$ cat src/rtl/gpio_pkg.sv
// rtl/gpio_pkg.sv - shared register map and data width for the GPIO port controller
package gpio_pkg;

   localparam int GPIO_DATA_W = 8;
   localparam int GPIO_ADDR_W = 4;

   typedef logic [GPIO_DATA_W-1:0] gpio_byte_t;
   typedef logic [GPIO_ADDR_W-1:0] gpio_addr_t;

   localparam gpio_addr_t GPIO_ADDR_OUT      = 4'd0;
   localparam gpio_addr_t GPIO_ADDR_DIR      = 4'd1;
   localparam gpio_addr_t GPIO_ADDR_PU       = 4'd2;
   localparam gpio_addr_t GPIO_ADDR_PD       = 4'd3;
   localparam gpio_addr_t GPIO_ADDR_IN       = 4'd4;
   localparam gpio_addr_t GPIO_ADDR_IRQ_EN   = 4'd5;
   localparam gpio_addr_t GPIO_ADDR_RISE_SEL = 4'd6;
   localparam gpio_addr_t GPIO_ADDR_FALL_SEL = 4'd7;
   localparam gpio_addr_t GPIO_ADDR_IRQ_STAT = 4'd8;

endpackage

$ cat src/rtl/gpio_sync_edge.sv
// rtl/gpio_sync_edge.sv - two-flop pad synchronizer with history flop and edge detect
module gpio_sync_edge #(
   parameter int N_PINS = 8
) (
   input  logic              clk,
   input  logic              rst,
   input  logic [N_PINS-1:0] y,
   output logic [N_PINS-1:0] sync,
   output logic [N_PINS-1:0] rise,
   output logic [N_PINS-1:0] fall
);

   logic [N_PINS-1:0] s1;
   logic [N_PINS-1:0] s2;
   logic [N_PINS-1:0] s3;

   always_ff @(posedge clk) begin
      if (rst) begin
         s1 <= '0;
         s2 <= '0;
         s3 <= '0;
      end else begin
         s1 <= y;
         s2 <= s1;
         s3 <= s2;
      end
   end

   assign sync = s2;
   assign rise = s2 & ~s3;
   assign fall = ~s2 & s3;

endmodule

$ cat src/rtl/gpio_port_ctrl.sv
// rtl/gpio_port_ctrl.sv - GPIO register bank, pad drive, pull arbitration and edge interrupts
module gpio_port_ctrl
   import gpio_pkg::*;
#(
   parameter int N_PINS = 8
) (
   input  logic              clk,
   input  logic              rst,
   input  logic [3:0]        addr,
   input  logic              wr_en,
   input  logic [7:0]        wr_data,
   input  logic              rd_en,
   output logic [7:0]        rd_data,
   output logic              rd_valid,
   output logic [N_PINS-1:0] pad_a,
   output logic [N_PINS-1:0] pad_oe,
   output logic [N_PINS-1:0] pad_pu,
   output logic [N_PINS-1:0] pad_pd,
   input  logic [N_PINS-1:0] pad_y,
   output logic              irq
);

   logic [N_PINS-1:0] out_q;
   logic [N_PINS-1:0] dir_q;
   logic [N_PINS-1:0] pu_q;
   logic [N_PINS-1:0] pd_q;
   logic [N_PINS-1:0] irq_en_q;
   logic [N_PINS-1:0] rise_sel_q;
   logic [N_PINS-1:0] fall_sel_q;
   logic [N_PINS-1:0] irq_stat_q;

   logic [N_PINS-1:0] in_sync;
   logic [N_PINS-1:0] in_rise;
   logic [N_PINS-1:0] in_fall;

   logic [N_PINS-1:0] wr_bits;
   logic [N_PINS-1:0] irq_set;
   logic [N_PINS-1:0] irq_clr;
   logic [N_PINS-1:0] rd_sel;
   gpio_byte_t        rd_mux;

   gpio_sync_edge #(
      .N_PINS (N_PINS)
   ) u_sync_edge (
      .clk  (clk),
      .rst  (rst),
      .y    (pad_y),
      .sync (in_sync),
      .rise (in_rise),
      .fall (in_fall)
   );

   assign wr_bits = wr_data[N_PINS-1:0];
   assign irq_set = (in_rise & rise_sel_q) | (in_fall & fall_sel_q);
   assign irq_clr = (wr_en && (addr == GPIO_ADDR_IRQ_STAT)) ? wr_bits : '0;

   always_ff @(posedge clk) begin
      if (rst) begin
         out_q      <= '0;
         dir_q      <= '0;
         pu_q       <= '0;
         pd_q       <= '0;
         irq_en_q   <= '0;
         rise_sel_q <= '0;
         fall_sel_q <= '0;
      end else if (wr_en) begin
         case (addr)
            GPIO_ADDR_OUT:      out_q      <= wr_bits;
            GPIO_ADDR_DIR:      dir_q      <= wr_bits;
            GPIO_ADDR_PU:       pu_q       <= wr_bits;
            GPIO_ADDR_PD:       pd_q       <= wr_bits;
            GPIO_ADDR_IRQ_EN:   irq_en_q   <= wr_bits;
            GPIO_ADDR_RISE_SEL: rise_sel_q <= wr_bits;
            GPIO_ADDR_FALL_SEL: fall_sel_q <= wr_bits;
            default: ;
         endcase
      end
   end

   // A new edge in the same cycle as a W1C keeps the bit set so no event is lost.
   always_ff @(posedge clk) begin
      if (rst) begin
         irq_stat_q <= '0;
         irq        <= 1'b0;
      end else begin
         irq_stat_q <= (irq_stat_q & ~irq_clr) | irq_set;
         irq        <= |(irq_stat_q & irq_en_q);
      end
   end

   always_comb begin
      rd_sel = '0;
      case (addr)
         GPIO_ADDR_OUT:      rd_sel = out_q;
         GPIO_ADDR_DIR:      rd_sel = dir_q;
         GPIO_ADDR_PU:       rd_sel = pu_q;
         GPIO_ADDR_PD:       rd_sel = pd_q;
         GPIO_ADDR_IN:       rd_sel = in_sync;
         GPIO_ADDR_IRQ_EN:   rd_sel = irq_en_q;
         GPIO_ADDR_RISE_SEL: rd_sel = rise_sel_q;
         GPIO_ADDR_FALL_SEL: rd_sel = fall_sel_q;
         GPIO_ADDR_IRQ_STAT: rd_sel = irq_stat_q;
         default:            rd_sel = '0;
      endcase
      rd_mux                = '0;
      rd_mux[N_PINS-1:0]    = rd_sel;
   end

   // Reads sample pre-edge state, so a same-cycle write is not yet visible.
   always_ff @(posedge clk) begin
      if (rst) begin
         rd_data  <= '0;
         rd_valid <= 1'b0;
      end else begin
         rd_valid <= rd_en;
         if (rd_en) begin
            rd_data <= rd_mux;
         end
      end
   end

   assign pad_a  = out_q;
   assign pad_oe = dir_q;
   assign pad_pu = pu_q;
   assign pad_pd = pd_q & ~pu_q;

endmodule

$ cat config.mk
export PLATFORM = sky130hd
export DESIGN_NAME = gpio_port_ctrl
export DESIGN_NICKNAME = d
export VERILOG_FILES = /design/src/rtl/gpio_pkg.sv /design/src/rtl/gpio_sync_edge.sv /design/src/rtl/gpio_port_ctrl.sv
export SDC_FILE = /design/constraint.sdc
export NUM_CORES = 1
export LEC_CHECK = 0
export ABC_CLOCK_PERIOD_IN_PS = 2410
export CORE_ASPECT_RATIO = 1.2
export CORE_MARGIN = 5
export CORE_UTILIZATION = 53
export CTS_CLUSTER_DIAMETER = 80
export DETAILED_ROUTE_END_ITERATION = 8
export PLACE_DENSITY = 0.84
export SLEW_MARGIN = 20
export SYNTH_ARGS = -nofsm -noshare
export SYNTH_HDL_FRONTEND = slang
export SYNTH_SLANG_ARGS = --single-unit
$ cat constraint.sdc
create_clock -name clk -period 2.41 [get_ports clk]
set_clock_uncertainty 0.2 [all_clocks]
set_input_delay 0.723 -clock clk [delete_from_list [all_inputs] [get_ports clk]]
set_output_delay 0.723 -clock clk [all_outputs]
set_load 0.05 [all_outputs]
Fig. 1: routing congestion map
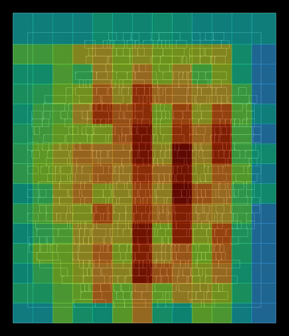
met1 Usage GRT: 27.4%
final core utilization: 68.3%
busiest grt layer: met2

Fig. 2: the metal 2 layer
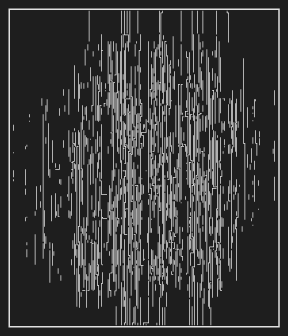
main direction = vertical
wire length on this layer = 5350 um
longest straight run = 43.2 um
share of all routed wire = 49%
nets with wire on the layer = 484

Fig. 3: placement density heat map
Bar = 20 um. The die is cut into 9 by 11 equal tiles; black is low, pale yellow is high, 0 to 100% covered.
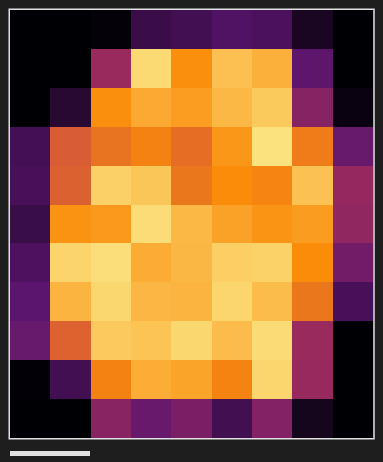
tiles over 75% full = 41%
mean over tiles = 53%
densest ninth of the die = centre
emptiest ninth of the die = north-west
nearly empty tiles = 14%
fullest tile = 94%

Fig. 4: routed metal per tile
Bar = 20 um. The die is cut into 18 by 21 equal tiles; black is low, pale yellow is high, scaled to the fullest tile. Values are wire area over tile area, all layers added.
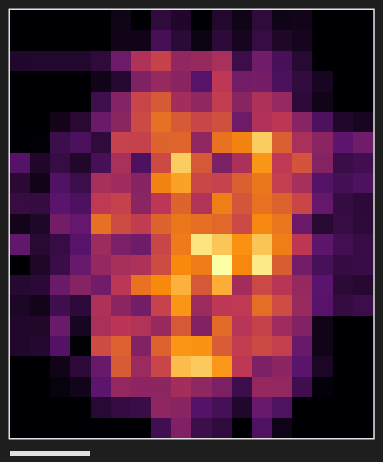
fullest tile = 0.60
tiles over half the peak = 24%
mean over tiles = 0.18
densest ninth of the die = centre
nearly empty tiles = 19%
emptiest ninth of the die = north-west

worst paths after layout:
kind / slack, ps / to / depth (start not counted)
worst max-delay path: 50 / rd_data[5]$_SDFFE_PP0P_ / 7
worst min-delay path: 250 / u_sync_edge.sync[0]$_SDFF_PP0_ / 1
worst max register to register: 810 / rd_data[2]$_SDFFE_PP0P_ / 5
worst min register to register: 250 / u_sync_edge.sync[0]$_SDFF_PP0_ / 1
through the flow:
| stage | hold WS, ps | util [%] | setup slack (ps) | setup TNS, ps | power, mW |
|---|---|---|---|---|---|
| after floorplan | 214 | - | 227 | 0 | 1.89 |
| after global placement | 220 | 65.2 | -321 | -15990 | 2.01 |
| after detailed placement | 225 | 65.2 | -315 | -17350 | 2.02 |
| after CTS | 245 | 67.9 | 3.07 | 0 | 3.11 |
| after global routing | 268 | 68.3 | 4.66 | 0 | 3.20 |
| final | 245 | 68.3 | 49.4 | 0 | 3.11 |
logic make-up after synthesis:
logic type / after synthesis / synth area share, %
DFF: 98 / 46.8
buffers and inverters: 38 / 4.36
AOI/OAI and AO/OA: 85 / 13.6
and+or+nand+nor: 190 / 23.1
muxes: 49 / 12.2
cell type report:
class                           instances  area, sq um
Timing Repair Buffer                  109          910
Multi-Input combinational cell        324         2070
Clock buffer                           12          135
Clock inverter                          4         73.8
Fill cell                             599         2440
Inverter                                1         3.75
Tap cell                               92          115
Sequential cell                        98         1960
power by group through the flow:
stage               Clock [mW]  Sequential, mW  Combinational [mW]
global placement             0            1.71               0.306
global route              1.19            1.68               0.338
floorplan                    0            1.73               0.153
CTS                       1.13            1.67               0.313
detailed placement           0            1.71               0.311
finish                    1.12            1.67               0.319
what timing repair did:
action                                  CTS  global route
endpoints found under the setup margin    0            23
buffers inserted                          0             0
gates resized                             0             9
==> flow_metrics.env <==
# physical design summary
export IMPL_status="completed"
export IMPL_fmax_mhz=424
export IMPL_netSwitchingPower_uw=733
export IMPL_met2_length_um=5350
export IMPL_nets=567
export IMPL_timing_slew_headroom_pct=66.4
export IMPL_viasPerCell=5.72
export IMPL_min_from="u_sync_edge.s1[0]$_SDFF_PP0_"
export IMPL_most_common_cell="dfxtp_1"
export IMPL_syn_area_sq_um=4190
export IMPL_clk_latency_ps=350
export IMPL_critPathLaunchType="primary input"
export IMPL_holdBufCountCts=0
export IMPL_drive_gt1_share_pct=21.2
export IMPL_crit_chain="clkdlybuf4s50_1, buf_4, or3_1, nor2_1, a221o_1, o21ai_1, nand2_1"
export IMPL_yosysSeqAreaShare_pct=46.8
export IMPL_dieArea_sq_um=9790
export IMPL_highest_layer="met4"
export IMPL_yosys_warnings=0
export IMPL_area_growth_pct=25.7
export IMPL_root_buffer="clkbuf_8"
export IMPL_p_seq_share_pct=53.8
export IMPL_top_cell_area_share_pct=46.8
export IMPL_slew_viol_final=0
export IMPL_dr_wl_met3_um=598
export IMPL_layout_top_cell="dfxtp_1"
export IMPL_grt_max_degree=45
export IMPL_die_w_um=91.2
export IMPL_rows=35
export IMPL_power_density_nw_per_um2=590
export IMPL_async_reset_ff_share_pct=0
export IMPL_p_int_mw=2.38
export IMPL_htreeDepth=3
export IMPL_r2r_start="pad_pu[2]$_SDFFE_PP0P_"
export IMPL_portBuffers=65
export IMPL_num_antenna_cells=0
export IMPL_worst_pin_slew_ps=503
export IMPL_slowest_stage="clkdlybuf4s50_1"
export IMPL_cts_tree="done"
export IMPL_enable_flop_cells=0
export IMPL_period_used_pct=98.0
export IMPL_finish_instance_area_sq_um=5270
export IMPL_numCtsBuffers=9
export IMPL_cp_max_fo=6
export IMPL_largest_area_cell="dfxtp_1"
export IMPL_hpwl_um=8080
export IMPL_synth_flops=98
export IMPL_grt_pass1_vias=3482
export IMPL_use_met2_pct=38.0
export IMPL_top_cells_by_area="dfxtp_1 (47%), mux2i_1 (11%), nor2b_1 (5.7%)"
export IMPL_p_leak_nw=2.11
export IMPL_path_buffers=2
export IMPL_arrival_ps=2460
export IMPL_drtIter0Drc=251
export IMPL_clock_sinks=98
export IMPL_drv_cap=0
export IMPL_clk_pin_slew_worst_paths_ps=90
export IMPL_yosys_top_cells_count="dfxtp_1 (98), nor2_1 (56), mux2i_1 (45), nand2_1 (45), nor2b_1 (38)"
export IMPL_pin_count=66
export IMPL_syn_nets=484
export IMPL_clock_power_share_pct=35.9
export IMPL_tool_warnings=26
export IMPL_startpoint="addr[1]"
export IMPL_place_congestion=0.937
export IMPL_final_hold_violation_count=0
export IMPL_final_cells=640
export IMPL_end_kind="flip-flop"
export IMPL_route_detailed_drc=0
export IMPL_grt_use_total_pct=21.9
export IMPL_antenna_found_initial=0
export IMPL_vias=3658
export IMPL_post_place_cells=623
export IMPL_grt_met3_usage_pct=3.29
export IMPL_layout_min_cycle_time_ps=2360
export IMPL_cts_path_max_buffers=2
export IMPL_grt_pass1_wl_um=17300
export IMPL_die_y_um=107
export IMPL_drtAntennaViolNets=0
export IMPL_crit_family="simple AND/OR/NAND/NOR gates"
export IMPL_swShare_pct=23.6
export IMPL_setup_viol=0
export IMPL_final_cell_mix="dfxtp_1 (98), buf_4 (80), nor2_1 (56)"
export IMPL_drt_pass1_iterations=7
export IMPL_vdd_drop_max_v=0.000507
export IMPL_wire_per_inst_um=16.9
export IMPL_ys_cells=460
export IMPL_critPathMaxStageDelay_ps=500
export IMPL_initCoreUtil_pct=54.4
Power and IR drop assume default switching activity.
